Design ifns_decode_arbiter, sky130hd; sources not shown.
run_1/port_trees.png
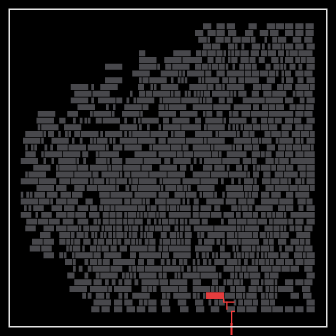
Key: out_valid = red [bits 1, direction output, edge bottom, end cells 1, buffers 1, wire 16.1 µm]
I/O pins: 155
Port Buffers: 154

run_1/m3.png
The bar under the picture is 50 µm long.
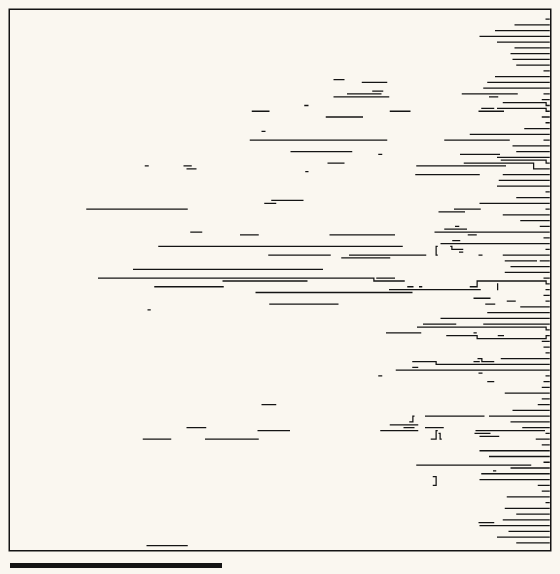
154 nets have wire on it. The layer holds 7.9% of the routed length. The longest straight run is 65.1 µm. The wires run mostly horizontal. The layer carries 1,650 µm of wire.
Routed WL: 21.0 mm
vias post-DR: 6,231
met3 Resource Use GR: 5.06%

run_1/placed.png
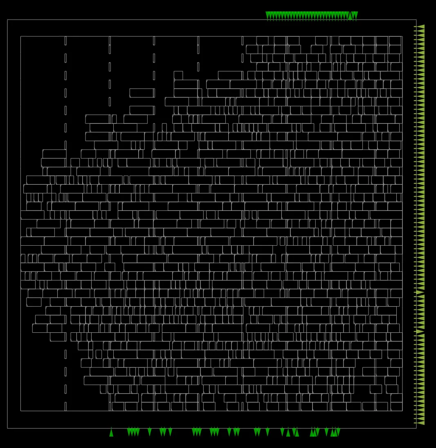
total core area: 13,900 µm²
Fill cells: 981
row count: 43
Non-Filler Instances: 1,183
Final Util: 69.9%

run_1/gates.png
The bar under the picture is 50 µm long.
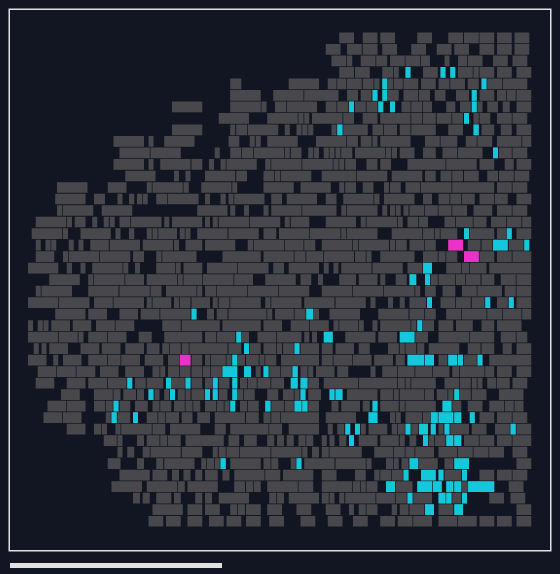
Key: non-inverting ao/oa cells = magenta [cells 3]; nand cells = cyan [cells 105]
most numerous logic cell after layout: clkdlybuf4s50_1
Comb area share: 57.9%

==> metrics.csv, run 1 <==
stage,metric,value,unit
cells_and_area,synthesis-to-layout area growth,51.2,%
timing,slew margin rel.,58.4,%
setup_path,CP Launch Type,primary input,
synth,Yosys Chip Area,6440,µm²
clock_tree,root buffer cell,clkbuf_16,
setup_path,Worst path max stage delay,530,ps
global_route,vias in the first global route,6294,
cells_and_area,Layout Nets,1328,
routing,vias per cell,5.27,
cells_and_area,layout cell share with drive strength beyond 1,25.5,%
timing,worst slew pin tran,621,ps
synth,Mapped Cells,733,
outcome,status,"complete, no violations",
setup_path,depth of the most critical reg-to-reg path,38,
clock_tree,TritonCTS clock tree,done,
clock_tree,Sink Count,26,
global_route,first-pass GRT wire length,30.8,mm
cells_and_area,number of flip-flops in the largest register,21,
timing,Final Cycle Share,98.5,%
clock_tree,Bufs on Longest Clock Path,2,
synth,ys cells,733,
synth,average size of a mapped cell,8.79,µm²
synth,"Seq share, synth",8.08,%
synth,Netlist cell types,34,
timing,final setup margin,108,ps
synth,Post-synth area hogs,"fa_1, ha_1, inv_1, dfxtp_1, nand2_1",
floorplan,FP Util,46.2,%
[run 1: metal layers]
| layer | routed length (µm) | GRT usage (%) | share of wire, % |
|---|---|---|---|
| met5 | 0 | 0 | 0 |
| met2 | 10800 | 41.7 | 51 |
| met3 | 1650 | 5.06 | 7.9 |
| met1 | 8040 | 29.7 | 38 |
| met4 | 522 | 5.56 | 2.5 |
[run 1: cells in the mapped netlist]
cell type / instances
inv_1: 141
fa_1: 115
ha_1: 82
nand2_1: 79
a21oi_1: 49
nor2_1: 36
o21ai_0: 34
dfxtp_1: 26
o22ai_1: 26
nand3_1: 19
o32ai_1: 18
a21oi_2: 15
inv_2: 13
xor2_1: 11
o211ai_1: 9
buf_2: 8
xnor2_1: 8
buf_6: 6
clkbuf_1: 6
buf_4: 4
nand2_2: 4
nor3_1: 4
a31oi_1: 3
nand3_2: 3
a21oi_4: 2
a32o_1: 2
nor2_2: 2
o21ai_1: 2
a21boi_0: 1
inv_4: 1
nor2_8: 1
o21a_1: 1
o21bai_1: 1
o31ai_1: 1
[run 1: kinds of logic after synthesis]
family,after synthesis,share of synthesized area [%]
AOI/OAI and AO/OA,164,16.2
xor gates and xnor gates,19,2.58
adders and majority gates,197,51.7
buffers and inverters,179,11.6
DFF,26,8.08
and+or+nand+nor,148,9.85
[run 1: layout make-up]
type / instances / area share, %
inverters: 155 / 6.10
repair buffers: 289 / 27.4
clock buffers: 4 / 0.912
multi-input cells: 529 / 57.9
well taps: 180 / 2.31
flip-flops and latches: 26 / 5.36
[run 1: cell usage in the layout (no fill, tap or decap), types with 5 or more instances in the layout]
cell type / n
clkdlybuf4s50_1: 148
inv_1: 134
buf_4: 120
fa_1: 109
ha_1: 74
nand2_1: 70
a21oi_1: 39
o21ai_0: 30
nor2_1: 27
dfxtp_1: 25
o22ai_1: 22
a21oi_2: 20
inv_2: 17
nand3_1: 14
nand2_2: 12
xor2_1: 11
buf_6: 11
o211ai_1: 9
o32ai_2: 8
xnor2_1: 8
ha_4: 8
nor2_2: 7
nand3_2: 7
a21oi_4: 7
o32ai_1: 7
fa_2: 6
dlymetal6s2s_1: 6
nor2_4: 5
[run 1: through the flow]
step | utilization [%]
after floorplan | -
after global placement | 64.0
after detailed placement | 64.0
after CTS | 64.7
after global routing | 69.9
final | 69.9
[run 1: worst max-delay path, delay by kind of cell]
kind / cells / cell delay [ps]
adders and majority gates: 7 / 3170
buffers and inverters: 12 / 1280
AOI/OAI and AO/OA: 9 / 1180
and+or+nand+nor: 8 / 880
xor gates and xnor gates: 1 / 140
==> run 2: changes to the inputs <==
- CTS_CLUSTER_SIZE: 20 -> unset
- REMOVE_ABC_BUFFERS: unset -> 1
run_2/m3.png
The bar under the picture is 50 µm long.
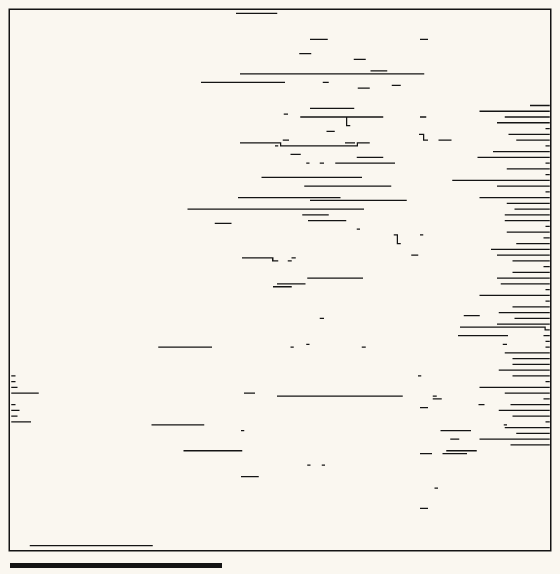
118 nets have wire on it. The layer holds 5.2% of the routed length. The wires run mostly horizontal. The longest straight run is 43.2 µm. The layer carries 1,060 µm of wire.
vias post-DR: 6,268
Routed WL: 20.5 mm
met3 Resource Use GR: 3.22%

run_2/placed.png
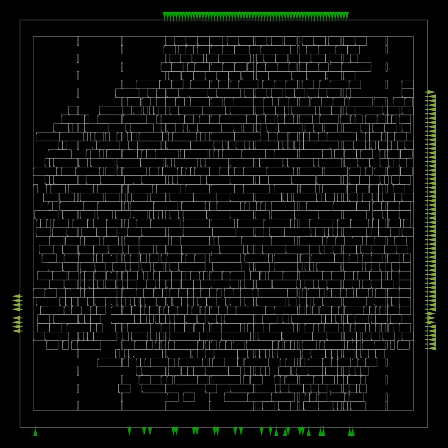
Non-Filler Instances: 1,194
Final Util: 71.5%
Flops: 26
Seq area share: 5.23%

run_2/util_map.png
13 x 13 tiles, from black (low) to pale yellow (high), 0 to 100% covered.
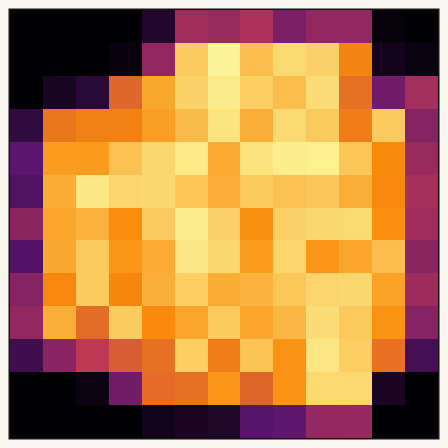
11% of the tiles are nearly empty. The densest ninth of the die: middle. 52% of the tiles are over 75% full. The fullest tile reaches 98%. The mean over all tiles is 60%. The emptiest ninth of the die: top left.
FP Util: 46.2%

==> run 2 against run 1 <==
Routed wire length is 2.4% lower; die size stayed put; final cell count is 0.93% higher; clock-buffer cell count stayed put; setup slack better by 11 ps; non-clock buffer count is 11 higher; register-to-register slack worse by 30 ps; via count is 0.59% higher; critical endpoint is now out_data[19]; highest routed layer unchanged.
==> metrics.csv, run 2 <==
stage,metric,value,unit,change
synth,Mapped Cells,733,,unchanged
synth,ys cells,733,,unchanged
setup_path,"Slowest-stage cell, CP",fa_1,,unchanged
clock_tree,root buffer cell,clkbuf_16,,unchanged
clock_tree,TritonCTS clock tree,done,,unchanged
flow_run,Max-Cap Viols,0,,unchanged
floorplan,row count,43,,unchanged
setup_path,CP Depth,35,,was 37
setup_path,Crit Path Class,primary input to flop,,unchanged
clock_tree,Bufs on Longest Clock Path,2,,unchanged
outcome,status,"complete, no violations",,unchanged
clock_tree,Sink Count,26,,unchanged
synth,Async SR Flop Fraction,0,%,unchanged
synth,Yosys Chip Area,6440,µm²,unchanged
cells_and_area,synthesis-to-layout area growth,54.7,%,was 51.2%
floorplan,total core area,13900,µm²,unchanged
synth,"Primary FF master, synth",dfxtp_1,,unchanged
global_route,vias in the first global route,6282,,"was 6,294"
synth,Post-Synthesis Cell Area,6440,µm²,unchanged
cells_and_area,most numerous logic cell after layout,clkdlybuf4s50_1,,unchanged
synth,Post-synth area hogs,"fa_1, ha_1, inv_1, dfxtp_1, nand2_1",,unchanged
synth,Netlist cell types,34,,unchanged
routing,DR WL/cell,17.2,µm,was 17.8 µm
synth,commonest cells in the netlist,"inv_1, fa_1, ha_1",,unchanged
setup_path,depth of the most critical reg-to-reg path,35,,was 38
cells_and_area,Fill cells,942,,was 981
cells_and_area,number of flip-flops in the largest register,21,,unchanged
placed_design,Port Buffers,154,,unchanged
cells_and_area,most frequent logic cells in the routed design,"clkdlybuf4s50_1, inv_1, buf_4, fa_1, nand2_1",,"was clkdlybuf4s50_1, inv_1, buf_4, fa_1, ha_1"
setup_path,CP Launch Type,primary input,,unchanged
cells_and_area,layout cell share with drive strength beyond 1,28.1,%,was 25.5%
setup_path,Top delay family on crit path,adder cells,,unchanged
synth,average size of a mapped cell,8.79,µm²,unchanged
timing,slew margin rel.,58.6,%,was 58.4%
floorplan,I/O pins,155,,unchanged
synth,"Seq share, synth",8.08,%,unchanged
synth,"count leader, synth",inv_1,,unchanged
flow_run,tool warnings,32,,was 33
global_route,first-pass GRT wire length,29.0,mm,was 30.8 mm
timing,final setup margin,120,ps,was 108 ps
setup_path,Worst path max stage delay,610,ps,was 530 ps
setup_path,WP buf/inv,6,,was 12
routing,vias per cell,5.25,,was 5.27
timing,Final Cycle Share,98.4,%,was 98.5%
-- run 2: cell families (layout without fill, tap and decap cells) --
family / after synthesis / count (layout) / synth area share, %
AND-OR/OR-AND: 164 / 164 / 16.2
adder cells (fa/ha/maj): 197 / 197 / 51.7
AND/OR/NAND/NOR: 148 / 149 / 9.85
flip-flops: 26 / 26 / 8.08
buffers and inverters: 179 / 459 / 11.6
XOR/XNOR: 19 / 19 / 2.58
-- run 2: area by class of cell --
| cell class | instances | area share, % |
|---|---|---|
| Clock buffer | 4 | 0.892 |
| Inverter | 155 | 6.02 |
| Multi-Input combinational cell | 529 | 57.4 |
| Sequential cell | 26 | 5.23 |
| Tap cell | 180 | 2.26 |
| Timing Repair Buffer | 300 | 28.2 |
-- run 2: worst reg2reg max path, delay by kind of cell, from the launching register on --
kind	cells	cell delay, ps
adders and majority gates	8	3720
xor gates and xnor gates	1	160
buffers and inverters	7	700
AOI/OAI and AO/OA	6	980
and+or+nand+nor	13	1260
DFF	1	350
-- run 2: per-stage QoR --
stage          hold WS (ps)
6_report                470
5_1_grt                 488
4_1_cts                 477
3_5_place_dp            468
3_3_place_gp            454
2_1_floorplan           533
-- run 2: per-layer routing --
layer | vias to the layer above | GRT usage (%) | wire [µm]
li1 | 2943 | - | -
met3 | 44 | 3.22 | 1060
met5 | - | 0 | 0
met1 | 3101 | 29.0 | 8140
met2 | 180 | 37.9 | 10800
met4 | 0 | 2.56 | 489
